[src/rtl/input_conditioner_pkg.sv]
// Shared definitions for the input conditioner: debounce FSM encoding, defaults
// and the channel ordering used on the internal raw/level vectors.
package input_conditioner_pkg;

  localparam int unsigned DebCyclesDefault = 16;
  localparam int unsigned CwDefault        = 8;

  localparam int NumChannels = 5;
  localparam int ChStart     = 0;
  localparam int ChA0        = 1;
  localparam int ChA1        = 2;
  localparam int ChB0        = 3;
  localparam int ChB1        = 4;

  typedef enum logic [1:0] {
    StStable0 = 2'd0,
    StPend1   = 2'd1,
    StStable1 = 2'd2,
    StPend0   = 2'd3
  } deb_state_e;

endpackage

[src/rtl/debounce_channel.sv]
// One conditioned input: 2-flop synchronizer followed by a counting debounce FSM.
module debounce_channel
  import input_conditioner_pkg::*;
#(
  parameter int unsigned DEB_CYCLES = DebCyclesDefault,
  parameter int unsigned CW         = CwDefault
) (
  input  logic clk,
  input  logic reset_n,
  input  logic raw,
  output logic level
);

  // The last pending count before acceptance; the next agreeing sample toggles the level.
  localparam logic [CW-1:0] CntLast = CW'(DEB_CYCLES - 1);

  logic [1:0]    sync_q;
  logic          synced;
  deb_state_e    state_q, state_d;
  logic [CW-1:0] cnt_q, cnt_d;

  always_ff @(posedge clk or negedge reset_n) begin
    if (!reset_n) begin
      sync_q <= 2'b00;
    end else begin
      sync_q <= {sync_q[0], raw};
    end
  end

  assign synced = sync_q[1];

  always_comb begin
    state_d = state_q;
    cnt_d   = '0;
    unique case (state_q)
      StStable0: begin
        if (synced) begin
          state_d = StPend1;
          cnt_d   = CW'(1);
        end
      end
      StPend1: begin
        if (!synced) begin
          state_d = StStable0;
        end else if (cnt_q == CntLast) begin
          state_d = StStable1;
        end else begin
          cnt_d = cnt_q + CW'(1);
        end
      end
      StStable1: begin
        if (!synced) begin
          state_d = StPend0;
          cnt_d   = CW'(1);
        end
      end
      StPend0: begin
        if (synced) begin
          state_d = StStable1;
        end else if (cnt_q == CntLast) begin
          state_d = StStable0;
        end else begin
          cnt_d = cnt_q + CW'(1);
        end
      end
      default: state_d = StStable0;
    endcase
  end

  always_ff @(posedge clk or negedge reset_n) begin
    if (!reset_n) begin
      state_q <= StStable0;
      cnt_q   <= '0;
    end else begin
      state_q <= state_d;
      cnt_q   <= cnt_d;
    end
  end

  // Pending states still present the previously accepted level.
  assign level = (state_q == StStable1) || (state_q == StPend0);

endmodule

[src/rtl/input_conditioner.sv]
// Conditions the start button and cylinder limit sensors, derives the start pulse
// and a sticky plausibility fault for the downstream sequencer.
module input_conditioner
  import input_conditioner_pkg::*;
#(
  parameter int unsigned DEB_CYCLES = DebCyclesDefault,
  parameter int unsigned CW         = CwDefault
) (
  input  logic clk,
  input  logic reset_n,
  input  logic start_raw,
  input  logic a0_raw,
  input  logic a1_raw,
  input  logic b0_raw,
  input  logic b1_raw,
  input  logic fault_clr,
  output logic start,
  output logic start_pulse,
  output logic a0,
  output logic a1,
  output logic b0,
  output logic b1,
  output logic fault
);

  logic [NumChannels-1:0] raw_vec;
  logic [NumChannels-1:0] lvl_vec;

  assign raw_vec[ChStart] = start_raw;
  assign raw_vec[ChA0]    = a0_raw;
  assign raw_vec[ChA1]    = a1_raw;
  assign raw_vec[ChB0]    = b0_raw;
  assign raw_vec[ChB1]    = b1_raw;

  for (genvar i = 0; i < NumChannels; i++) begin : gen_ch
    debounce_channel #(
      .DEB_CYCLES(DEB_CYCLES),
      .CW        (CW)
    ) u_ch (
      .clk    (clk),
      .reset_n(reset_n),
      .raw    (raw_vec[i]),
      .level  (lvl_vec[i])
    );
  end

  assign start = lvl_vec[ChStart];
  assign a0    = lvl_vec[ChA0];
  assign a1    = lvl_vec[ChA1];
  assign b0    = lvl_vec[ChB0];
  assign b1    = lvl_vec[ChB1];

  logic start_prev_q, start_prev_d;
  logic pulse_q, pulse_d;
  logic fault_q, fault_d;
  logic fault_set;

  // Both end positions of one cylinder reported at once is physically impossible.
  assign fault_set = (a0 & a1) | (b0 & b1);

  always_comb begin
    start_prev_d = start;
    pulse_d      = start & ~start_prev_q;
    fault_d      = fault_set | (fault_q & ~fault_clr);
  end

  always_ff @(posedge clk or negedge reset_n) begin
    if (!reset_n) begin
      start_prev_q <= 1'b0;
      pulse_q      <= 1'b0;
      fault_q      <= 1'b0;
    end else begin
      start_prev_q <= start_prev_d;
      pulse_q      <= pulse_d;
      fault_q      <= fault_d;
    end
  end

  assign start_pulse = pulse_q;
  assign fault       = fault_q;

endmodule

[config.mk]
export PLATFORM = sky130hd
export DESIGN_NAME = input_conditioner
export DESIGN_NICKNAME = d
export VERILOG_FILES = /design/src/rtl/input_conditioner_pkg.sv /design/src/rtl/debounce_channel.sv /design/src/rtl/input_conditioner.sv
export SDC_FILE = /design/constraint.sdc
export NUM_CORES = 1
export LEC_CHECK = 0
export CAP_MARGIN = 15
export CORE_UTILIZATION = 63
export CTS_CLUSTER_SIZE = 10
export DETAILED_ROUTE_END_ITERATION = 8
export PLACE_DENSITY_LB_ADDON = 0.1
export SYNTH_ARGS = -nofsm -noshare
export SYNTH_HDL_FRONTEND = slang
export SYNTH_SLANG_ARGS = --single-unit
[constraint.sdc]
create_clock -name clk -period 4.4 [get_ports clk]
set_input_delay 0.66 -clock clk [delete_from_list [all_inputs] [get_ports clk]]
set_output_delay 0.66 -clock clk [all_outputs]
set_load 0.02 [all_outputs]
==> impl_metrics.json, run 1 <==
{
  "result_of_the_run": "completed",
  "layout_top_cells": "sky130_fd_sc_hd__dfrtp_1, sky130_fd_sc_hd__a21oi_1, sky130_fd_sc_hd__or3_1",
  "final_nets": 288,
  "vertical_die_dimension_microns": 68.42,
  "grt-busiest-layer": "met2",
  "arrival_ps": 1430,
  "finalInstanceArea_sq_um": 3174,
  "min_period_ps": 2092,
  "lay_top_count": "sky130_fd_sc_hd__dfrtp_1",
  "per_cell_routed_wire_length_microns": 14.95,
  "post_synth_inst_count": 254,
  "rsz0062_at_grt": "no",
  "die-area_sq_um": 4681,
  "grt_util_met1_pct": 28.76,
  "crit_path_cell_trace": "clkdlybuf4s50_1",
  "critPathCapture": "a0",
  "synth.cellmix.compoundShare_pct": 13.19,
  "critical-path-max-stage-delay_ps": 660,
  "synthTopCellsByCount": "sky130_fd_sc_hd__dfrtp_1, sky130_fd_sc_hd__a21oi_1, sky130_fd_sc_hd__or3_1",
  "timing_max_transition_violations_final": 0,
  "antenna_found_initial": 0,
  "post-route-period-util_pct": 47.55,
  "clockRootBuffer": "sky130_fd_sc_hd__clkbuf_8",
  "synthesis_to_layout_area_growth_pct": 14.23,
  "synth_flops": 63,
  "cp_data_required_time_ps": 3740,
  "post_synth_num_cell_types": 31,
  "routed-via-count": 1955,
  "yosysTopAreaCell": "sky130_fd_sc_hd__dfrtp_1",
  "overall_routed_net_length_microns": 4932,
  "detail_route.vias_per_cell": 5.924,
  "biggestRegsByFlops": "gen_ch.u_ch.cnt_q (40), gen_ch.u_ch.sync_q (10), gen_ch.u_ch.state_q (5)",
  "library_cell_with_the_highest_instance_count_after_synthesis": "sky130_fd_sc_hd__dfrtp_1",
  "hold_path_depth": 0,
  "use_met2_pct": 39.95,
  "log.warning_count": 26,
  "max_ffs_per_register": 40,
  "die_w_microns": 68.42,
  "postPlaceCellArea_sq_um": 2965,
  "max_cap_viol_count": 0,
  "top_area_share_pct": 56.73,
  "ir_drop_mv": 0.3251,
  "clock_sink_count": 63,
  "ctsLongestPathBuffers": 2,
  "detail_route.first_pass.iterations": 4,
  "globalRouteOverflowTotal": 0,
  "criticalPathCategory": "reg -> out",
  "dominantRegCellSynth": "sky130_fd_sc_hd__dfrtp_1",
  "insertion_delay_at_the_late_pin_of_the_worst_skew_pair_ps": 330,
  "final_antenna_net_count": 0,
  "fraction_of_layout_instances_using_a_drive_strength_above_1_pct": 10.00,
  "cts_buffers": 9,
  "groute.usage.overall_pct": 24.10,
  "post_synth_mux_area_share_pct": 2.026,
  "synth-edff-count": 0,
  "critPathBufInv": 1,
  "ys_top_cells_by_area": "sky130_fd_sc_hd__dfrtp_1, sky130_fd_sc_hd__or3_1, sky130_fd_sc_hd__a21oi_1, sky130_fd_sc_hd__xnor2_1, sky130_fd_sc_hd__o21ai_0",
  "hold_viol": 0,
  "crit_fanout": 5,
  "gpl.final_weighted_congestion": 0.7460,
  "detailedPlace.worstSlack_ps": 2660,
  "mappedNetlistNets": 267,
  "leakage_nw": 1.329,
  "cts-htree-levels": 3,
  "cpLargestDelayFamily": "buffers and inverters",
  "power.total_mw": 1.163,
  "grt_first_pass_wirelength_microns": 8024,
  "routed-wl-met2_microns": 2466,
  "min_from": "gen_ch[4].u_ch.sync_q[0]",
  "post-cts-setup-buffers": 0,
  "total_core_area_sq_um": 4115,
  "cp-start-kind": "flip-flop",
  "worst_hold_path.endpoint": "gen_ch[4].u_ch.sync_q[1]",
  "power.density_cell_area_nw_per_um2": 366.5,
  "critPathSlowestCell": "sky130_fd_sc_hd__clkdlybuf4s50_1",
  "post_synth_instance_area_sq_um": 2779,
  "initial_utilization_pct": 67.53,
  "setup_violations": 0,
  "global_route.usage.met3_pct": 9.667,
  "clock_skew_ps": 9.587,
  "parity_gate_share_of_the_synthesized_area_counting_xor_and_xnor_cells_pct": 4.412,
  "post_detailed_route_drc_marker_count": 0,
  "max_clk_rate_mhz": 478.0,
  "met3WireLength_microns": 201,
  "timing.rr.start": "gen_ch[2].u_ch.cnt_q[0]",
  "synth_area_per_cell_sq_um": 10.94,
  "wl_met1_microns": 2233,
  "ys_async_sr_fraction_pct": 100.0,
  "place.detailed.hpwl_microns": 3401,
  "worstHoldPathType": "reg -> reg",
  "simple_gate_area_share_pct": 18.69,
  "setup_tns_ps": 0,
  "slew_headroom_pct": 42.71,
  "antenna-diode-count": 0,
  "cts_resized": 0,
  "top_signal_layer_used": "met4",
  "slew_worst_pin_ps": 859.4,
  "ys_chip_area_sq_um": 2779,
  "synth-cells-yosys": 254,
  "largest_net_degree_at_the_start_of_global_routing": 40,
  "first_global_vias": 1840
}
## run 1: per-stage QoR
stage                     cells  hold slack, ps  util, %
after floorplan             254           331.2        -
after global placement      314           333.0    72.06
after detailed placement    314           335.6    72.06
after CTS                   330           349.1    77.14
after global routing        330           356.9    77.14
final                       330           346.9    77.14
## run 1: layout make-up
cell class	count	area, sq um
fill	280	940.9
tap	50	62.56
sequential	63	1577
clock buffer	13	168.9
inverter	15	56.30
timing repair buffer	15	142.6
clock inverter	3	40.04
multi-input combinational	171	1127
## run 1: report_power, final
group,internal (mW),total (mW),switching (mW),leakage (nW)
clock,0.306,0.513,0.207,0.109
combinational,0.0178,0.0447,0.0269,0.386
sequential,0.592,0.605,0.0130,0.834
total,0.916,1.16,0.247,1.33
Fig. 1: run 1, placement density heat map
7 x 7 tiles, from white (low) to dark blue (high), 0 to 100% covered.
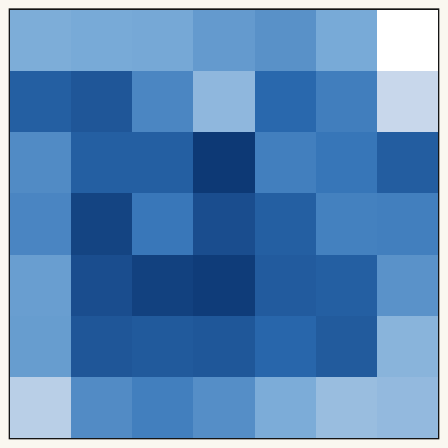
emptiest ninth of the die = upper right
fullest tile = 97%
densest ninth of the die = center
nearly empty tiles = 2.0%
tiles over 75% full = 41%
mean over tiles = 67%

Fig. 2: run 1, cell outlines without signal wires
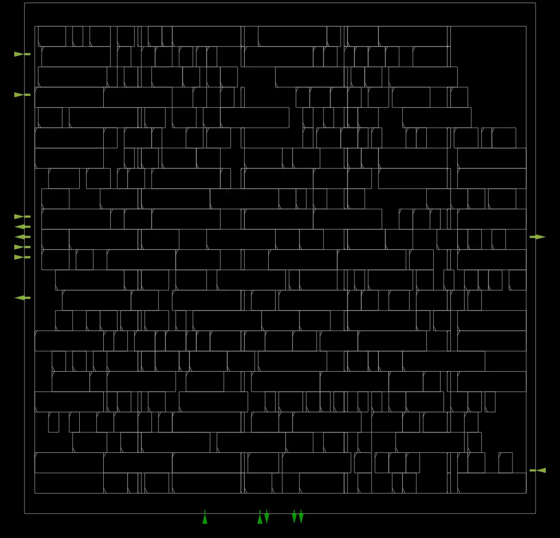
utilization after layout: 77.14%
Row Count: 23
flop count: 63
tapcell count: 50

Fig. 3: run 1, cells by drive strength
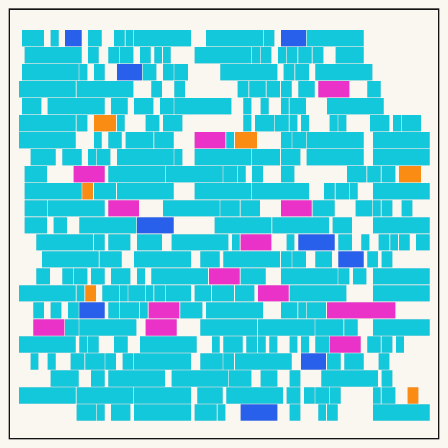
_6 and larger -> magenta  # cells 13, share 4.6%
_3 and _4 cells -> blue  # cells 9, share 3.2%
_0 and _1 cells -> cyan  # cells 252, share 90%
_2 cells -> orange  # cells 6, share 2.1%

==> run 2: changes to the inputs <==
- CORE_UTILIZATION: 63 -> 53
- clock period: 4.4 -> 1.9 ns (I/O delays scaled with it)
==> impl_metrics.json, run 2 <==
{
  "ys_chip_area_sq_um": 2779,
  "post_synth_instance_area_sq_um": 2779,
  "crit_path_cell_trace": "clkdlybuf4s50_1",
  "globalRouteOverflowTotal": 0,
  "critPathCapture": "a0",
  "switching_share_pct": 22.62,
  "insertion_delay_at_the_late_pin_of_the_worst_skew_pair_ps": 330,
  "top_level_ports": 15,
  "min_period_ps": 1729,
  "clk_pin_slew_worst_paths_ps": 60,
  "synth-edff-count": 0,
  "setup_violations": 0,
  "hold_slack_ps": 350.5,
  "wl_met1_microns": 2183,
  "die-area_sq_um": 5537,
  "routed-wl-met2_microns": 1960,
  "worst_hold_path.endpoint": "gen_ch[0].u_ch.sync_q[1]",
  "top_signal_layer_used": "met4",
  "grt_util_met1_pct": 24.33,
  "clock_tree_from_tritoncts": "yes",
  "utilization_pct": 65.05,
  "layout_top_cells": "sky130_fd_sc_hd__dfrtp_1, sky130_fd_sc_hd__a21oi_1, sky130_fd_sc_hd__or3_1",
  "first_global_vias": 1816,
  "yosysTopAreaCell": "sky130_fd_sc_hd__dfrtp_1",
  "hold_path_depth": 0,
  "synthTopCellsByCount": "sky130_fd_sc_hd__dfrtp_1, sky130_fd_sc_hd__a21oi_1, sky130_fd_sc_hd__or3_1",
  "p_int_mw": 1.917,
  "top_area_share_pct": 56.73,
  "cp-start-kind": "flip-flop",
  "count_of_placed_standard_cells_including_taps": 331,
  "critical_path_cell_count": 1,
  "setup_tns_ps": 0,
  "worst_r2r_path_depth": 4,
  "detailedPlace.worstSlack_ps": 272.8,
  "clock_sink_count": 63,
  "fraction_of_layout_instances_using_a_drive_strength_above_1_pct": 9.286,
  "synth_flops": 63,
  "mappedNetlistNets": 267,
  "clock_network_power_consumption_uw": 969,
  "post-route-period-util_pct": 91.01,
  "vertical_die_dimension_microns": 74.41,
  "max_ffs_per_register": 40,
  "grt-busiest-layer": "met2",
  "groute.usage.overall_pct": 19.60,
  "global_route.usage.met3_pct": 9.621,
  "synth.yosys.warnings": 0,
  "placementRows": 25,
  "gpl.final_weighted_congestion": 0.8046,
  "ys_async_sr_fraction_pct": 100.0,
  "power.density_cell_area_nw_per_um2": 780.3,
  "comb-power_uw": 106,
  "per_cell_routed_wire_length_microns": 12.69,
  "postSynthSeqShare_pct": 56.73,
  "buffer_ports.inserted": 14,
  "cts_buffers": 9,
  "slew_worst_pin_ps": 388.6,
  "overall_routed_net_length_microns": 4405,
  "worstSetupEndpointType": "output port",
  "cp_data_required_time_ps": 1620,
  "max_clk_rate_mhz": 578.3,
  "postPlaceCellArea_sq_um": 2999,
  "antenna_found_initial": 0,
  "critPathBufInv": 1,
  "final.setup.worst_slack_ps": 170.8,
  "top_register": "gen_ch.u_ch.cnt_q",
  "ctsLongestPathBuffers": 2,
  "post_synth_num_cell_types": 31,
  "critPathSlowestCell": "sky130_fd_sc_hd__clkdlybuf4s50_1",
  "cts-htree-levels": 3,
  "power.share.sequential_pct": 56.6,
  "min_from": "gen_ch[0].u_ch.sync_q[0]",
  "rsz0062_at_grt": "no",
  "use_met2_pct": 30.43,
  "cpLargestDelayFamily": "buffers and inverters",
  "arrival_ps": 1440,
  "worstHoldPathType": "reg -> reg",
  "clock_skew_ps": 7.714,
  "crit_fanout": 5,
  "synth_area_per_cell_sq_um": 10.94,
  "place.detailed.hpwl_microns": 3092,
  "result_of_the_run": "completed",
  "power-top-group": "registers",
  "initial_utilization_pct": 56.95,
  "comb_power_share_pct": 4.3,
  "clockRootBuffer": "sky130_fd_sc_hd__clkbuf_8",
  "post-cts-setup-buffers": 0,
  "criticalPathCategory": "reg -> out",
  "fin_cells": 347,
  "hold_viol": 0,
  "pwr-share-clk_pct": 39.1,
  "slew_headroom_pct": 73.86,
  "post_synth_inst_count": 254,
  "critical-path-max-stage-delay_ps": 650,
  "synth-cells-yosys": 254,
  "final_antenna_net_count": 0,
  "met3WireLength_microns": 211,
  "ir_drop_mv": 0.5438,
  "final_nets": 289,
  "timing_max_transition_violations_final": 0,
  "log.warning_count": 26,
  "die_w_microns": 74.41,
  "timing.rr.start": "gen_ch[1].u_ch.cnt_q[0]",
  "biggestRegsByFlops": "gen_ch.u_ch.cnt_q (40), gen_ch.u_ch.sync_q (10), gen_ch.u_ch.state_q (5)",
  "synthesis_to_layout_area_growth_pct": 14.23,
  "drt-initial-drc-count": 81,
  "finalInstanceArea_sq_um": 3174,
  "ys_top_cells_by_area": "sky130_fd_sc_hd__dfrtp_1, sky130_fd_sc_hd__or3_1, sky130_fd_sc_hd__a21oi_1, sky130_fd_sc_hd__xnor2_1, sky130_fd_sc_hd__o21ai_0",
  "fillerInstances": 408,
  "largest_net_degree_at_the_start_of_global_routing": 50,
  "detail_route.vias_per_cell": 5.487,
  "post_detailed_route_drc_marker_count": 0,
  "power.total_mw": 2.477,
  "r2r_slack_ps": 250,
  "antenna-diode-count": 0,
  "grt_first_pass_wirelength_microns": 7859,
  "library_cell_with_the_highest_instance_count_after_synthesis": "sky130_fd_sc_hd__dfrtp_1",
  "total_core_area_sq_um": 4880,
  "power_switching_uw": 560.3,
  "max_cap_viol_count": 0,
  "detail_route.first_pass.iterations": 4,
  "lay_top_count": "sky130_fd_sc_hd__dfrtp_1",
  "routed-via-count": 1904,
  "dominantRegCellSynth": "sky130_fd_sc_hd__dfrtp_1",
  "leakage_nw": 1.307,
  "seq_cell_power_mw": 1.40
}
run 2: cell families (layout without fill, tap and decap cells):
logic type               Yosys count  after routing  synth area share, %
AND-OR/OR-AND                     61             61                13.19
multiplexers                       5              5                2.026
flip-flops                        63             63                56.73
AND/OR/NAND/NOR                   86             86                18.68
buffers and inverters             20             46                2.701
adder cells (fa/ha/maj)            5              5                2.251
XOR/XNOR                          14             14                4.412
run 2: what timing repair did:
item                                   in CTS  in global routing
endpoints found under the hold margin      14                  0
hold buffers                                1                  0
resized                                     0                  0
run 2: final cells by class:
type	count	area [sq um]	area share (%)
sequential	63	1577	49.66
inverter	15	56.30	1.774
tap	67	83.83	2.641
clock inverter	3	20.02	0.6307
clock buffer	12	145.1	4.572
multi-input combinational	171	1127	35.51
timing repair buffer	16	165.2	5.203
Fig. 4: run 2, cells by drive strength
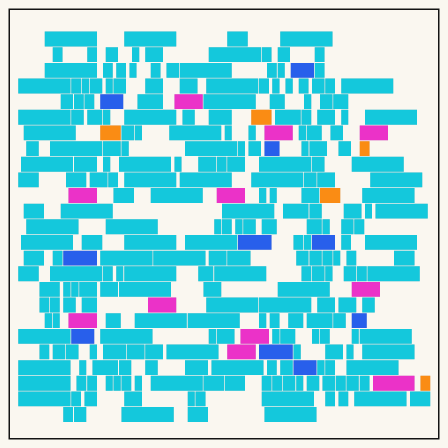
_2 cells -> orange  # cells 5, share 1.8%
_6 and larger -> magenta  # cells 11, share 3.9%
_0 and _1 cells -> cyan  # cells 254, share 91%
_3 and _4 cells -> blue  # cells 10, share 3.6%

Fig. 5: run 2, placement density heat map
7 x 7 tiles, from white (low) to dark blue (high), 0 to 100% covered.
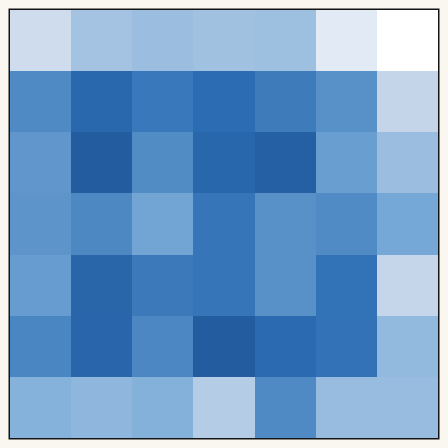
tiles over 75% full = 18%
mean over tiles = 56%
emptiest ninth of the die = upper right
nearly empty tiles = 2.0%

No activity file was given, so power comes from the tool's default toggle rates.
